Fig. 1: run 1, floorplan with the power grid
Pins as bars on the die edge.
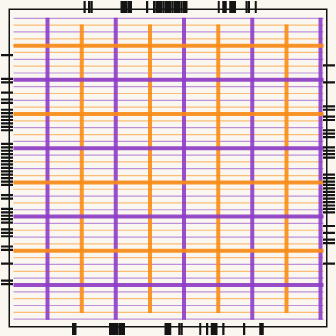
Fig. 2: run 1, cells colored by class
Bar = 50 um.
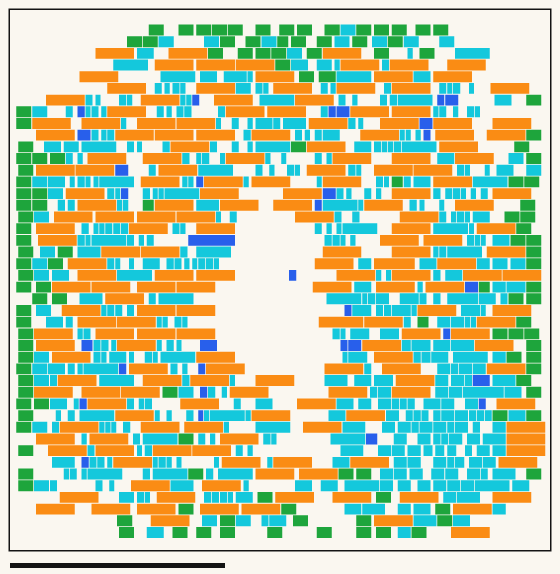
Fig. 3: run 1, clock wires, drivers and flops
Bar = 50 um.
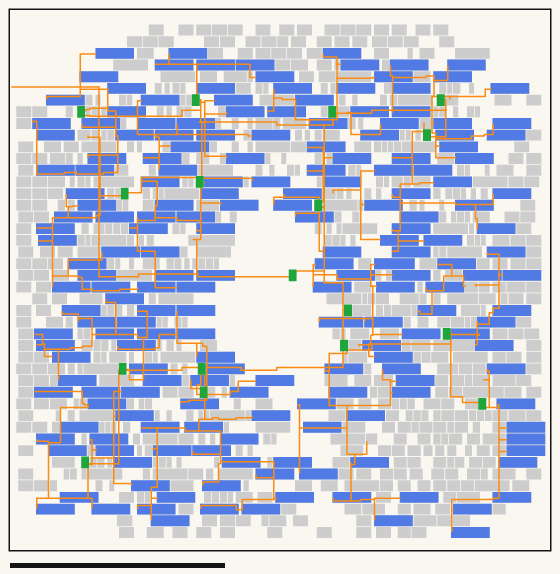
Fig. 4: run 1, signal wires by layer
Only two layers are drawn.
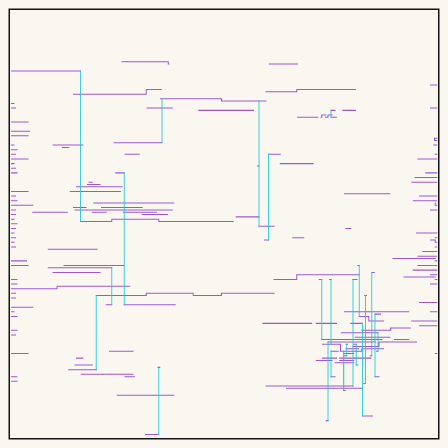
$ cat src/rtl/write_back_queue.sv
// write_back_queue: in-order buffer between MEM/WB and the register-file write port.
// The register file serves a read or a write each cycle, so completed results wait here
// until decode is not reading. A full queue forces a drain regardless of decode.
//
// Ports:
//   clk, reset          rising-edge clock, asynchronous active-high reset
//   inMemRegWrite       MEM/WB result valid and targets a register
//   inMemToReg          1: write inMemReadData, 0: write inMemAluResult
//   inMemWriteReg       destination register
//   inMemAluResult      ALU result
//   inMemReadData       load result
//   inIdReadReq         decode reads the register file this cycle
//   inIdRsReg/RtReg     decode source registers
//   outRegWrite         register-file write enable (one cycle per entry)
//   outWriteReg         register-file write address (holds between writes)
//   outWriteData        register-file write data (holds between writes)
//   outIdHazard         a decode source matches a pending or incoming write
//   outPipeStall        queue full; upstream holds its result
//   outQueueCount       number of valid entries
module write_back_queue #(
  parameter int unsigned DEPTH  = 4,
  parameter int unsigned ADDR_W = 5,
  parameter int unsigned DATA_W = 32
) (
  input  logic                     clk,
  input  logic                     reset,
  input  logic                     inMemRegWrite,
  input  logic                     inMemToReg,
  input  logic [ADDR_W-1:0]        inMemWriteReg,
  input  logic [DATA_W-1:0]        inMemAluResult,
  input  logic [DATA_W-1:0]        inMemReadData,
  input  logic                     inIdReadReq,
  input  logic [ADDR_W-1:0]        inIdRsReg,
  input  logic [ADDR_W-1:0]        inIdRtReg,
  output logic                     outRegWrite,
  output logic [ADDR_W-1:0]        outWriteReg,
  output logic [DATA_W-1:0]        outWriteData,
  output logic                     outIdHazard,
  output logic                     outPipeStall,
  output logic [$clog2(DEPTH):0]   outQueueCount
);

  localparam int unsigned PtrW = $clog2(DEPTH);
  localparam int unsigned CntW = PtrW + 1;

  logic [ADDR_W-1:0] ent_reg_q  [DEPTH];
  logic [DATA_W-1:0] ent_data_q [DEPTH];
  logic [DEPTH-1:0]  valid_q;
  logic [PtrW-1:0]   head_q, tail_q;
  logic [CntW-1:0]   count_q, count_d;

  logic              wr_q;
  logic [ADDR_W-1:0] wr_reg_q;
  logic [DATA_W-1:0] wr_data_q;

  logic              full;
  logic              do_push;
  logic              do_drain;
  logic [DATA_W-1:0] in_data;
  logic              hit;

  always_comb begin
    full     = (count_q == CntW'(DEPTH));
    // A full queue rejects the push even if it drains on the same edge.
    do_push  = inMemRegWrite && !full;
    do_drain = (count_q != '0) && (!inIdReadReq || full);
    in_data  = inMemToReg ? inMemReadData : inMemAluResult;

    count_d = count_q;
    if (do_push && !do_drain) begin
      count_d = count_q + CntW'(1);
    end else if (!do_push && do_drain) begin
      count_d = count_q - CntW'(1);
    end
  end

  // Hazard covers queued entries plus the result being presented this cycle,
  // whether or not it is accepted (a stalled result is still pending).
  always_comb begin
    hit = inMemRegWrite &&
          ((inMemWriteReg == inIdRsReg) || (inMemWriteReg == inIdRtReg));
    for (int unsigned i = 0; i < DEPTH; i++) begin
      if (valid_q[i] && ((ent_reg_q[i] == inIdRsReg) || (ent_reg_q[i] == inIdRtReg))) begin
        hit = 1'b1;
      end
    end
  end

  always_ff @(posedge clk or posedge reset) begin
    if (reset) begin
      head_q    <= '0;
      tail_q    <= '0;
      count_q   <= '0;
      valid_q   <= '0;
      wr_q      <= 1'b0;
      wr_reg_q  <= '0;
      wr_data_q <= '0;
      for (int unsigned i = 0; i < DEPTH; i++) begin
        ent_reg_q[i]  <= '0;
        ent_data_q[i] <= '0;
      end
    end else begin
      count_q <= count_d;
      wr_q    <= do_drain;
      // Push and drain never target the same slot: drain needs count>0 and
      // a full queue blocks the push.
      if (do_push) begin
        ent_reg_q[tail_q]  <= inMemWriteReg;
        ent_data_q[tail_q] <= in_data;
        valid_q[tail_q]    <= 1'b1;
        tail_q             <= tail_q + PtrW'(1);
      end
      if (do_drain) begin
        wr_reg_q        <= ent_reg_q[head_q];
        wr_data_q       <= ent_data_q[head_q];
        valid_q[head_q] <= 1'b0;
        head_q          <= head_q + PtrW'(1);
      end
    end
  end

  assign outRegWrite   = wr_q;
  assign outWriteReg   = wr_reg_q;
  assign outWriteData  = wr_data_q;
  assign outIdHazard   = inIdReadReq && hit;
  assign outPipeStall  = full;
  assign outQueueCount = count_q;

endmodule

$ cat config.mk
export PLATFORM = sky130hd
export DESIGN_NAME = write_back_queue
export DESIGN_NICKNAME = d
export VERILOG_FILES = /design/src/rtl/write_back_queue.sv
export SDC_FILE = /design/constraint.sdc
export NUM_CORES = 1
export LEC_CHECK = 0
export CORE_UTILIZATION = 60
export CTS_BUF_LIST = sky130_fd_sc_hd__clkbuf_2
export CTS_CLUSTER_SIZE = 25
export DETAILED_ROUTE_END_ITERATION = 10
export GPL_ROUTABILITY_DRIVEN = 0
export HOLD_SLACK_MARGIN = 0.08
export MAX_ROUTING_LAYER = met4
export PLACE_DENSITY = 0.95
export SLEW_MARGIN = 25
export SYNTH_ARGS = -nofsm -noshare
export SYNTH_HDL_FRONTEND = slang
export SYNTH_SLANG_ARGS = --single-unit
$ cat constraint.sdc
create_clock -name clk -period 12.5 [get_ports clk]
set_clock_uncertainty 0.05 [all_clocks]
set_input_delay 1.25 -clock clk [delete_from_list [all_inputs] [get_ports clk]]
set_output_delay 1.25 -clock clk [all_outputs]
set_load 0.005 [all_outputs]
==> results_dict.tcl, run 1 <==
# metrics dict for downstream scripts
set metrics [dict create \
    top_area_cell "dfrtp_1" \
    portBuffers 126 \
    power.total_mw 2.544 \
    postLayoutCellArea_mm2 0.01061 \
    synth-edff-count 0 \
    cpMaxStageDelayCell "clkdlybuf4s50_1" \
    via_per_inst 5.965 \
    ys.flops 197 \
    fmax_mhz 206.9 \
    ys_async_sr_fraction_pct 100.0 \
    hold_viol 0 \
    die_y_um 125.7 \
    holdCritPathClass "reg2reg" \
    first_pass_iters 5 \
    hold-path-endpoint "ent_data_q[63]" \
    fin_crit_sh_pct 38.67 \
    grt_max_degree 119 \
    post_cts_resized 0 \
    path_clk_slew_ns 0.26 \
    dpl_cell_area_mm2 0.01037 \
    p_leak_nw 4.740 \
    cts_root_buf "clkbuf_2" \
    postSynthCellCount 755 \
    ys_area_mm2 0.009180 \
    required_ns 11.20 \
    grt_pass1_wl_um 32060 \
    dp_hpwl_um 12260 \
    cts_made_buffers 17 \
    cp_cell_sequence "clkdlybuf4s50_1, xor2_1, nor4_1, nand3_1, and4_1, a41oi_1, clkdlybuf4s50_1" \
    finalSetupTns_ns 0 \
    rows 44 \
    fin_crit_ns 4.834 \
    syn-cell-area_mm2 0.009180 \
    diodes 0 \
    place_ws_ns 7.724 \
    final_cells 1046 \
    h-tree-depth 4 \
    clock_path_buffers 2 \
    grt_usage_pct 27.12 \
    dp.cells 1014 \
    wl_um 19130 \
    timing.rr.end "ent_data_q[74]" \
    worstHoldPathCells 2 \
    hold_buffers 0 \
    cts_tree "yes" \
    drive_gt1_share_pct 16.36 \
    crit_type "in2out" \
    rsz0062_at_grt "no" \
    status "finished clean" \
    arrival_ns 3.53 \
    grt.overflow.total 0 \
    final-max-slew-violation-count 0 \
    worstReg2RegStart "outQueueCount[2]" \
    antenna_found_initial 0 \
    synthTopCellsByArea "dfrtp_1 (54%), mux4_2 (8.8%), o21ai_0 (7.2%), nand2_1 (5.4%), mux2_2 (5.0%)" \
    insertion_delay_ns 0.80 \
    synthTopCellsByCount "dfrtp_1 (197), nand2_1 (132), o21ai_0 (132)" \
    routedWlPerCell_um 18.29 \
    p_per_area_mw_per_mm2 239.7 \
    synth_cell_type_count 31 \
    finalSetupViolations 0 \
    die-area_mm2 0.01580 \
    hold_start "ent_data_q[63]" \
    area_delta_synth_final_pct 15.62 \
    max_cap_violations 0 \
    end_kind "output port" \
    synth.avg_cell_area_um2 12.16 \
    cts_sinks 197 \
    warnings 34 \
    cpMostUsedCell "clkdlybuf4s50_1" \
    setup_ws_ns 7.666 \
    yosysMostFrequentCell "dfrtp_1" \
    fp.dieW_um 125.7 \
    max_stage_delay_ns 0.58 \
    drt_iter0_drc 531 \
    ys_warn_count 0 \
    hold_slack_ns 0.4645 \
    antenna_left 0 \
    ys.flop_type "dfrtp_1" \
    crit_path_start_kind "input pin" \
    syn-num-nets 849 \
    drc 0 \
    fin_util_pct 71.94 \
    postSynthSeqShare_pct 53.70 \
    ios 127 \
    dr_total_vias 6239 \
    grt_pass1_vias 6295 \
    worstSetupStartpoint "inIdRsReg[4]" \
    cp_top_family "buffers and inverters" \
    fp_util_pct 62.22 \
    peakVddDrop_v 0.0001237 \
    path_buffers 2 \
    worstMarginPinSlew_ns 0.7802 \
    slew_headroom_pct 47.94 \
    core_area_mm2 0.01475 \
    ys_cells 755 \
    fin_nets 943 \
    post_cts_buffers 0 \
    reg2regPathDepth 6 \
    path_max_fanout 5 \
    top_area_share_pct 53.70 \
    reg2reg_setup_slack_ns 9.83 \
]
## Picture notes: Fig. 1
orange -> VDD
purple -> VSS
met1 rails = 45
met5 straps = 8

## Picture notes: Fig. 2
green -> remaining buffers and delay cells  # cells 131
blue -> clock drivers and dummy loads  # cells 32
cyan -> remaining logic cells  # cells 502
orange -> sequential cells  # cells 197

## Picture notes: Fig. 3
orange -> clock wires  # length 2020 um
green -> clock-net drivers  # count 17
blue -> flip-flops  # count 197
routed clock nets = 18

## Picture notes: Fig. 4
cyan -> M4  # wire length 448 um
purple -> M3  # wire length 1150 um

[run 1: final cells by class]
class                   instances  area [um^2]
clock inverters                15        146.4
inverters                       8        37.54
fillers                       995         4140
flip-flops and latches        197         4935
clock buffers                  17        85.08
well taps                     184        230.2
multi-input cells             494         3880
repair buffers                131         1300
[run 1: how the worst max path moves through the flow]
stage | depth (start not counted) | slack (ns) | end
global route | 7 | 7.58 | outIdHazard
floorplan | 1 | 5.83 | ent_data_q[0]
CTS | 7 | 7.71 | outIdHazard
global placement | 7 | 7.80 | outIdHazard
detailed placement | 7 | 7.72 | outIdHazard
finish | 7 | 7.67 | outIdHazard
[run 1: cell usage in the layout, fill, tap and decap left out, types with 2 or more instances in the layout]
master           instances
dfrtp_1                195
mux2_4                  17
xnor2_1                 25
clkinv_4                 3
ha_1                     9
clkbuf_2                17
nor3_1                   6
xor2_1                  30
buf_4                    5
clkinvlp_4               2
inv_8                    3
o21ai_0                132
nor4_1                   4
mux4_2                  36
a21oi_1                  8
nand2_4                  2
nand2_2                  2
inv_1                    7
clkdlybuf4s50_1        125
nand2_1                130
inv_6                    5
mux2i_1                 32
o21ai_1                  2
mux2_2                  41
nand3_1                 10
[run 1: cell families after synthesis]
logic type	count (synthesis)	share of synthesized area [%]
xor+xnor	55	5.247
flops	197	53.70
mux	127	20.42
fa+ha+maj	10	1.445
simple gates	158	7.156
buf+inv	64	4.102
compound gates	144	7.932
[run 1: report_power, final]
| group | internal, mW | switching, mW |
|---|---|---|
| Sequential | 0.937 | 0.234 |
| Combinational | 0.612 | 0.455 |
| Clock | 0.0784 | 0.227 |
[run 1: tightest hold or removal path, delay by kind of cell (launching register included)]
kind | cells | cell delay (ns)
DFF | 1 | 0.40
and+or+nand+nor | 1 | 0.05
AOI/OAI and AO/OA | 1 | 0.06
[run 1: registers in the layout, summed over array words and instances (netlist names)]
name	cells
outWriteReg	5
tail_q	2
ent_reg_q	20
outQueueCount	3
outRegWrite	1
ent_data_q	128
outWriteData	32
head_q	2
valid_q	4
[run 1: layer usage]
layer | GRT usage [%] | wire length, um | vias up
met1 | 34.29 | 7771 | 3144
met3 | 6.117 | 1145 | 51
li1 | - | - | 2801
met2 | 43.20 | 9767 | 243
met5 | - | 0 | -
met4 | 10.04 | 448 | 0
==> run 1 -> run 2 <==
- CORE_UTILIZATION: 60 -> 57
- clock period: 12.5 -> 4.6 ns (I/O delays scaled with it)
==> run 2 against run 1 <==
  * Setup slack worse by 6.4 ns
  * Final area grew 1.0%
  * Combinational power went up to 2.6 times the previous value
  * Synthesized cell count stayed put
  * Critical path type is now reg2out
  * Highest routed layer unchanged
==> results_dict.tcl, run 2 <==
# metrics dict for downstream scripts
set metrics [dict create \
    cp_cell_sequence "xor2_1, nor4_1, nand3_1, and4_1, a41oi_1, clkdlybuf4s50_1" \
    rows 46 \
    h-tree-depth 4 \
    p_per_area_mw_per_mm2 648.8 \
    routedWlPerCell_um 17.73 \
    fp_util_pct 58.00 \
    fin_nets 945 \
    synth_cell_type_count 31 \
    reg2regPathDepth 8 \
    top_area_share_pct 53.70 \
    max_cap_violations 0 \
    drt_iter0_drc 355 \
    fin_crit_ns 3.335 \
    hold-path-endpoint "ent_data_q[2]" \
    largest_reg_flops 128 \
    lay_top_count "dfrtp_1" \
    clock_path_buffers 2 \
    antenna_left 0 \
    wl_um 19150 \
    warnings 34 \
    hold_viol 0 \
    worstMarginPinSlew_ns 1.023 \
    max_stage_delay_ns 0.54 \
    ys_warn_count 0 \
    ys_cells 755 \
    top_area_cell "dfrtp_1" \
    holdCritPathClass "in2reg" \
    end_kind "output port" \
    cts_tree "yes" \
    ys_area_mm2 0.009180 \
    cts_sinks 197 \
    finalSetupViolations 0 \
    core_area_mm2 0.01583 \
    fmax_mhz 299.8 \
    p_leak_nw 4.766 \
    via_per_inst 5.632 \
    status "finished clean" \
    ios 127 \
    cpMaxStageDelayCell "clkdlybuf4s50_1" \
    cts_made_buffers 17 \
    antenna_found_initial 0 \
    die-area_mm2 0.01662 \
    area_delta_synth_final_pct 16.79 \
    first_pass_iters 4 \
    syn-cell-area_mm2 0.009180 \
    grt_usage_pct 25.68 \
    grt_max_degree 127 \
    crit_path_start_kind "flip-flop" \
    grt_pass1_vias 6238 \
    fin_crit_sh_pct 72.50 \
    reg2reg_setup_slack_ns 2.04 \
    hold_start "inMemAluResult[2]" \
    synthTopCellsByArea "dfrtp_1 (54%), mux4_2 (8.8%), o21ai_0 (7.2%), nand2_1 (5.4%), mux2_2 (5.0%)" \
    finalSetupTns_ns 0 \
    rsz0062_at_grt "no" \
    fillers 1127 \
    cts_root_buf "clkbuf_2" \
    timing.rr.end "outQueueCount[2]" \
    synthTopCellsByCount "dfrtp_1 (197), nand2_1 (132), o21ai_0 (132)" \
    grt.overflow.total 0 \
    synth.avg_cell_area_um2 12.16 \
    postSynthCellCount 755 \
    post_cts_buffers 0 \
    required_ns 4.09 \
    fp.dieW_um 128.9 \
    syn-num-nets 849 \
    dp_hpwl_um 12040 \
    power.total_mw 6.956 \
    arrival_ns 2.83 \
    ys.flop_type "dfrtp_1" \
    worstHoldPathCells 3 \
    post_cts_resized 0 \
    peakVddDrop_v 0.0003110 \
    final-max-slew-violation-count 0 \
    slew_headroom_pct 31.80 \
    grt_pass1_wl_um 31390 \
    final_cell_mix "dfrtp_1 (195), o21ai_0 (132), nand2_1 (130)" \
    top_register "ent_data_q" \
    drc 0 \
    path_clk_slew_ns 0.28 \
    dr_total_vias 6083 \
    synth-edff-count 0 \
    postSynthSeqShare_pct 53.70 \
    die_y_um 128.9 \
    yosysMostFrequentCell "dfrtp_1" \
    portBuffers 126 \
    worstReg2RegStart "outQueueCount[2]" \
    hold_buffers 1 \
    diodes 0 \
    path_max_fanout 4 \
    ys_async_sr_fraction_pct 100.0 \
    drive_gt1_share_pct 16.55 \
    crit_type "reg2out" \
    ys.flops 197 \
]
-- run 2: kinds of logic (layout without fill, tap and decap cells) --
family                     after synthesis  count (layout)  share of synthesized area, %
and+or+nand+nor                        158             158                         7.156
adders and majority gates               10              10                         1.445
xor gates and xnor gates                55              55                         5.247
muxes                                  127             127                         20.42
buffers and inverters                   64             173                         4.102
AOI/OAI and AO/OA                      144             144                         7.932
DFF                                    197             197                         53.70
-- run 2: routing by layer --
| layer | vias up | track usage [%] | routed length [um] |
|---|---|---|---|
| li1 | 2814 | - | - |
| met1 | 3025 | 33.30 | 8041 |
| met2 | 207 | 41.30 | 9749 |
| met3 | 37 | 4.241 | 995 |
| met4 | 0 | 8.927 | 365 |
| met5 | - | - | 0 |
-- run 2: power breakdown --
part | switching (mW) | leakage, nW | internal [mW] | total, mW
logic | 1.15 | 2.16 | 1.67 | 2.82
registers | 0.690 | 2.45 | 2.55 | 3.24
clock network | 0.588 | 0.153 | 0.312 | 0.900
-- run 2: metrics by stage --
step	util, %	worst slack [ns]	area [um^2]	hold slack [ns]	std cells
6_report	67.74	1.265	10720	0.3625	1080
5_1_grt	67.74	1.063	10720	0.2818	1080
4_1_cts	67.71	1.202	10720	0.2939	1080
3_5_place_dp	65.98	1.444	10440	0.4157	1047
3_3_place_gp	65.98	1.472	10440	0.4056	1047
2_1_floorplan	-	1.544	9184	0.3938	755
-- run 2: final cells by class --
type | count | area [um^2] | area share [%]
clock buffers | 18 | 90.09 | 0.8402
clock inverters | 14 | 173.9 | 1.622
inverters | 8 | 33.78 | 0.3151
multi-input cells | 494 | 3880 | 36.19
flip-flops and latches | 197 | 4937 | 46.05
well taps | 216 | 270.3 | 2.521
repair buffers | 133 | 1336 | 12.46
-- run 2: how the worst max path moves through the flow --
stage	startpoint	slack, ns	to	cells past startpoint
2_1_floorplan	reset	1.54	ent_data_q[0]	1
3_3_place_gp	inIdRsReg[4]	1.47	outIdHazard	7
3_5_place_dp	inIdRsReg[4]	1.44	outIdHazard	7
4_1_cts	ent_reg_q[9]	1.20	outIdHazard	6
5_1_grt	ent_reg_q[7]	1.06	outIdHazard	6
6_report	ent_reg_q[9]	1.26	outIdHazard	6
-- run 2: worst max-delay path: cells and delay by family, from the launching register on --
kind / cells / cell delay, ns
AND/OR/NAND/NOR: 3 / 0.60
buffers and inverters: 1 / 0.54
flip-flops: 1 / 0.51
AND-OR/OR-AND: 1 / 0.25
XOR/XNOR: 1 / 0.19
Fig. 5: run 2, clock wires, drivers and flops
Bar = 50 um.
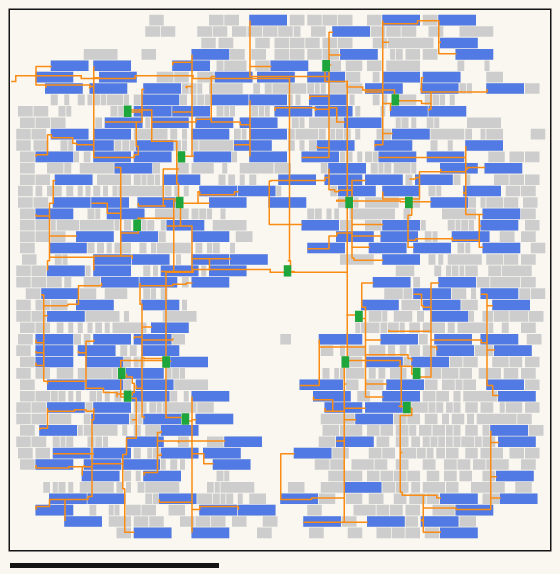
orange -> clock wires  # length 2020 um
blue -> flip-flops  # count 197
green -> clock-net drivers  # count 17
flops lie = widely spread

Fig. 6: run 2, floorplan with the power grid
Pins as bars on the die edge.
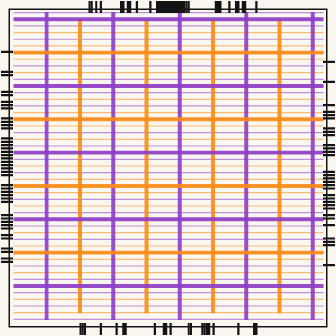
orange -> VDD
purple -> VSS
met5 straps = 9
met1 rails = 47

Fig. 7: run 2, clock wiring as the flow saved it
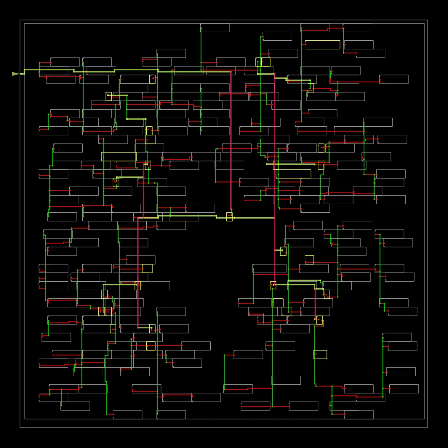
Seq cells: 197
CLK BUF: 18
latest clock arrival within the worst-skew pair: 0.75 ns

Power and IR drop assume default switching activity.
